$ cat config.mk
export PLATFORM = sky130hd
export DESIGN_NAME = ps2_mmio_port
export DESIGN_NICKNAME = d
export VERILOG_FILES = /design/src/rtl/ps2_mmio_port.sv
export SDC_FILE = /design/constraint.sdc
export NUM_CORES = 1
export LEC_CHECK = 0
export ABC_CLOCK_PERIOD_IN_PS = 6800
export CAP_MARGIN = 5
export CORE_MARGIN = 8
export CORE_UTILIZATION = 54
export CTS_CLUSTER_SIZE = 25
export DETAILED_ROUTE_END_ITERATION = 12
export GPL_ROUTABILITY_DRIVEN = 0
export GPL_TIMING_DRIVEN = 0
export PLACE_DENSITY = 0.86
export SLEW_MARGIN = 0
export SYNTH_ARGS = -nofsm -noshare
export SYNTH_HDL_FRONTEND = slang
export SYNTH_SLANG_ARGS = --single-unit
$ cat constraint.sdc
create_clock -name clk -period 6.8 [get_ports clk]
set_input_delay 1.36 -clock clk [delete_from_list [all_inputs] [get_ports clk]]
set_output_delay 1.36 -clock clk [all_outputs]
set_load 0.01 [all_outputs]
$ cat src/rtl/ps2_mmio_port.sv
// Memory-mapped PS2 keyboard port: buffers scan bytes in a FIFO and serves
// DATA/STATUS/CTRL loads and stores from the MEM stage, with a level interrupt.
module ps2_mmio_port #(
  parameter int DEPTH = 8,
  parameter int AW    = 3
) (
  input  logic        clk,
  input  logic        rst,
  input  logic        sel,
  input  logic [3:0]  addr,
  input  logic        mem_read,
  input  logic        mem_write,
  input  logic [31:0] wdata,
  output logic [31:0] rdata,
  input  logic        key_valid,
  input  logic [7:0]  key_data,
  output logic        irq
);

  localparam logic [1:0]  OFF_DATA   = 2'd0;
  localparam logic [1:0]  OFF_STATUS = 2'd1;
  localparam logic [1:0]  OFF_CTRL   = 2'd2;
  localparam logic [AW:0] FULL_COUNT = DEPTH[AW:0];

  logic [7:0]    mem [DEPTH];
  logic [AW-1:0] wr_ptr;
  logic [AW-1:0] rd_ptr;
  logic [AW:0]   count;
  logic          overflow;
  logic          irq_en;

  logic          rd_req, wr_req;
  logic          empty, full;
  logic          pop, push, clear, ovf_set, ovf_clr;
  logic [4:0]    count_ext;
  logic [31:0]   read_value;
  logic          unused_bits;

  assign unused_bits = ^{addr[1:0], wdata[31:3]};

  assign rd_req  = sel & mem_read;
  assign wr_req  = sel & mem_write;
  assign empty   = (count == '0);
  assign full    = (count == FULL_COUNT);

  // A pop frees a slot in the same cycle, so a full FIFO can still accept a byte.
  assign pop     = rd_req & (addr[3:2] == OFF_DATA) & ~empty;
  assign push    = key_valid & (~full | pop);
  assign clear   = wr_req & (addr[3:2] == OFF_CTRL) & wdata[0];
  assign ovf_set = key_valid & full & ~pop;
  assign ovf_clr = wr_req & (addr[3:2] == OFF_CTRL) & wdata[1];

  assign count_ext = 5'(count);

  always_comb begin
    read_value = 32'h0;
    case (addr[3:2])
      OFF_DATA:   read_value = empty ? 32'h0 : {24'h0, mem[rd_ptr]};
      OFF_STATUS: read_value = {20'h0, overflow, irq_en, full, count_ext, 3'b000, ~empty};
      OFF_CTRL:   read_value = {29'h0, irq_en, 2'b00};
      default:    read_value = 32'h0;
    endcase
  end

  always_ff @(posedge clk) begin
    if (push && !clear) begin
      mem[wr_ptr] <= key_data;
    end
  end

  always_ff @(posedge clk or negedge rst) begin
    if (!rst) begin
      wr_ptr   <= '0;
      rd_ptr   <= '0;
      count    <= '0;
      overflow <= 1'b0;
      irq_en   <= 1'b0;
      rdata    <= 32'h0;
      irq      <= 1'b0;
    end else begin
      if (rd_req) begin
        rdata <= read_value;
      end
      if (wr_req && addr[3:2] == OFF_CTRL) begin
        irq_en <= wdata[2];
      end
      // Clear of overflow wins over a same-cycle dropped byte.
      if (ovf_clr) begin
        overflow <= 1'b0;
      end else if (ovf_set) begin
        overflow <= 1'b1;
      end
      if (clear) begin
        wr_ptr <= '0;
        rd_ptr <= '0;
        count  <= '0;
      end else begin
        if (push) begin
          wr_ptr <= wr_ptr + AW'(1);
        end
        if (pop) begin
          rd_ptr <= rd_ptr + AW'(1);
        end
        case ({push, pop})
          2'b10:   count <= count + (AW+1)'(1);
          2'b01:   count <= count - (AW+1)'(1);
          default: count <= count;
        endcase
      end
      irq <= irq_en & ~empty;
    end
  end

endmodule
Figure 1. Clock nets.
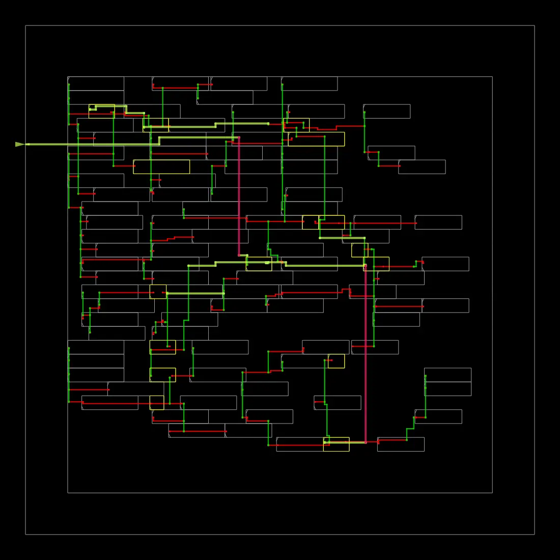
number of clock buffers in the layout: 9
clock latency reported for the late side of the worst-skew pair: 0.36 ns
number of buffers added by the clock tree synthesis step: 9

==> Implementation_results.wiki <==
=== Synthesis and place and route ===
{| class="wikitable"
! Metric !! Value
|-
| Combinational group share of total power || 0.271
|-
| Number of nets in the final layout || 350
|-
| Required time of the critical path || roughly 6.8 ns
|-
| Type of origin of the critical path || primary input
|-
| Switching Fraction || 0.2986
|-
| Post-CTS Setup Bufs || 0
|-
| Sequential element share of the synthesized area || 0.6651
|-
| Kind of end point of the critical path || register
|-
| Final hold slack || 0.4944 ns
|-
| Antenna diodes || 0
|-
| Switching Power || approximately 0.47 mW
|-
| Overall routed net length || roughly 7.4 mm
|-
| Routed length per instance || 18.60 um
|-
| Post-cts repair resize count || 0
|-
| Cell area after layout || 4517 um^2
|-
| Area inside the core boundary || 6794 um^2
|-
| Largest Pwr Group || sequential cells
|-
| Non-filler cells, final || 398
|-
| RSZ-0062 raised after global routing || false
|-
| Count of input and output buffers || 29
|-
| Post-synthesis xor/xnor area fraction || 0.01155
|-
| Maximum net fanout on the critical path || 9
|-
| YS chip area || between 3000 and 4000 um^2
|-
| Pwr/cell area || 348.8 nW/um^2
|-
| Proportion of power drawn by flip-flops and latches || 0.474
|-
| Status || complete, no violations
|-
| Log Warnings || ~57
|-
| Kind of path behind the tightest hold check || register to register
|-
| Deepest level of the CTS H-tree || 3
|-
| Via count || 2,135
|-
| Number of global-route vias before repair || about 2,300
|-
| Data arrival time at the worst-slack endpoint || 3.69 ns
|-
| Post-synthesis simple-gate area fraction || 0.09073
|-
| Finish-stage setup viols || 0
|-
| Total die size || about 10000 um^2
|-
| Internal portion of total power || 1.105 mW
|-
| Cell variety after synth || between 40 and 50
|-
| Mean area per synthesized cell || 16.07 um^2
|-
| Row cnt || 30
|-
| Post-Place Cell Area || 4285 um^2
|-
| Layout-stage area growth over the synthesis result || 19.10%
|-
| Cell total in the yosys stat output || 236
|}
Figure 2. Routed clock nets over the placement.
The bar under the picture is 20 um long.
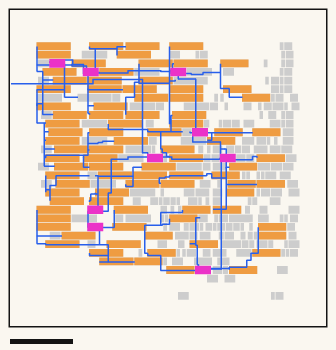
[orange] flip-flops | count: 88
[blue] clock wires | length: 953 um
[magenta] clock drivers | count: 9
routed clock nets: 10
Power Clock: 0.401 mW
clock network fraction of design power: 0.255
Worst Skew: 0.01115 ns

[metal layers]
| layer | wire length [um] | global-route usage |
|---|---|---|
| met1 | 3142 | 0.1942 |
| met4 | 79 | 0.06985 |
| met2 | 3374 | 0.2442 |
| met3 | 805 | 0.06990 |
| met5 | 0 | 0 |
[worst max-delay path, cell delays in order]
cell and delay [ns]:
sky130_fd_sc_hd__clkdlybuf4s50_1 0.49, sky130_fd_sc_hd__nand4bb_1 0.23, sky130_fd_sc_hd__clkbuf_1 0.25, sky130_fd_sc_hd__a31oi_1 0.37
sky130_fd_sc_hd__nand3_1 0.22, sky130_fd_sc_hd__nor2_1 0.75
[final timing paths]
| path | cells after the start | slack (ns) | start | to |
|---|---|---|---|---|
| setup / recovery | 6 | 3.09 | addr[2] | mem[5][5] |
| hold / removal | 2 | 0.49 | rdata[0] | rdata[0] |
| max in group asynchronous | 1 | 4.57 | rst | irq |
| min in group asynchronous | 1 | 1.58 | rst | count[0] |
| hold reg to reg | 2 | 0.49 | rdata[0] | rdata[0] |
| setup reg to reg | 5 | 4.37 | count[3] | mem[2][3] |
[cells in the final DEF, fill, tap and decap left out, types with 3 or more instances in the layout]
cell type	netlist	layout
sky130_fd_sc_hd__edfxtp_1	64	64
sky130_fd_sc_hd__clkdlybuf4s50_1	0	29
sky130_fd_sc_hd__dfrtp_1	24	24
sky130_fd_sc_hd__buf_4	22	23
sky130_fd_sc_hd__conb_1	1	21
sky130_fd_sc_hd__nand2_1	16	16
sky130_fd_sc_hd__mux4_2	16	16
sky130_fd_sc_hd__nor2_1	14	14
sky130_fd_sc_hd__a22oi_1	11	11
sky130_fd_sc_hd__clkbuf_8	0	9
sky130_fd_sc_hd__nor3_1	7	6
sky130_fd_sc_hd__clkbuf_1	5	5
sky130_fd_sc_hd__nor3_2	3	4
sky130_fd_sc_hd__xnor2_1	4	4
sky130_fd_sc_hd__buf_2	3	3
sky130_fd_sc_hd__o211ai_1	3	3
sky130_fd_sc_hd__mux2i_1	3	3
sky130_fd_sc_hd__ha_1	3	3
[sequential cells by signal, indices dropped and copies added, names as in the netlist]
signal    cells
count         4
irq           1
irq_en        1
mem          64
overflow      1
rd_ptr        3
rdata        11
wr_ptr        3
[cell usage after synthesis (4+ instances only)]
cell type	instances	area, um^2
sky130_fd_sc_hd__nor3_1	7	35.03
sky130_fd_sc_hd__nand2_1	16	60.06
sky130_fd_sc_hd__nor2_1	14	52.55
sky130_fd_sc_hd__mux4_2	16	360.4
sky130_fd_sc_hd__edfxtp_1	64	1922
sky130_fd_sc_hd__xnor2_1	4	35.03
sky130_fd_sc_hd__dfrtp_1	24	600.6
sky130_fd_sc_hd__a22oi_1	11	82.58
sky130_fd_sc_hd__buf_4	22	165.2
sky130_fd_sc_hd__clkbuf_1	5	18.77
[final cells by class]
type,instances,area [um^2],share of cell area
repair buffers,30,297.8,0.06593
well taps,96,120.1,0.02659
plain buffers,30,198.9,0.04404
flip-flops and latches,88,2522,0.5584
inverters,2,7.507,0.001662
clock buffers,9,123.9,0.02742
multi-input cells,136,1144,0.2532
clock inverters,7,102.6,0.02271
No activity file was given, so power comes from the tool's default toggle rates.
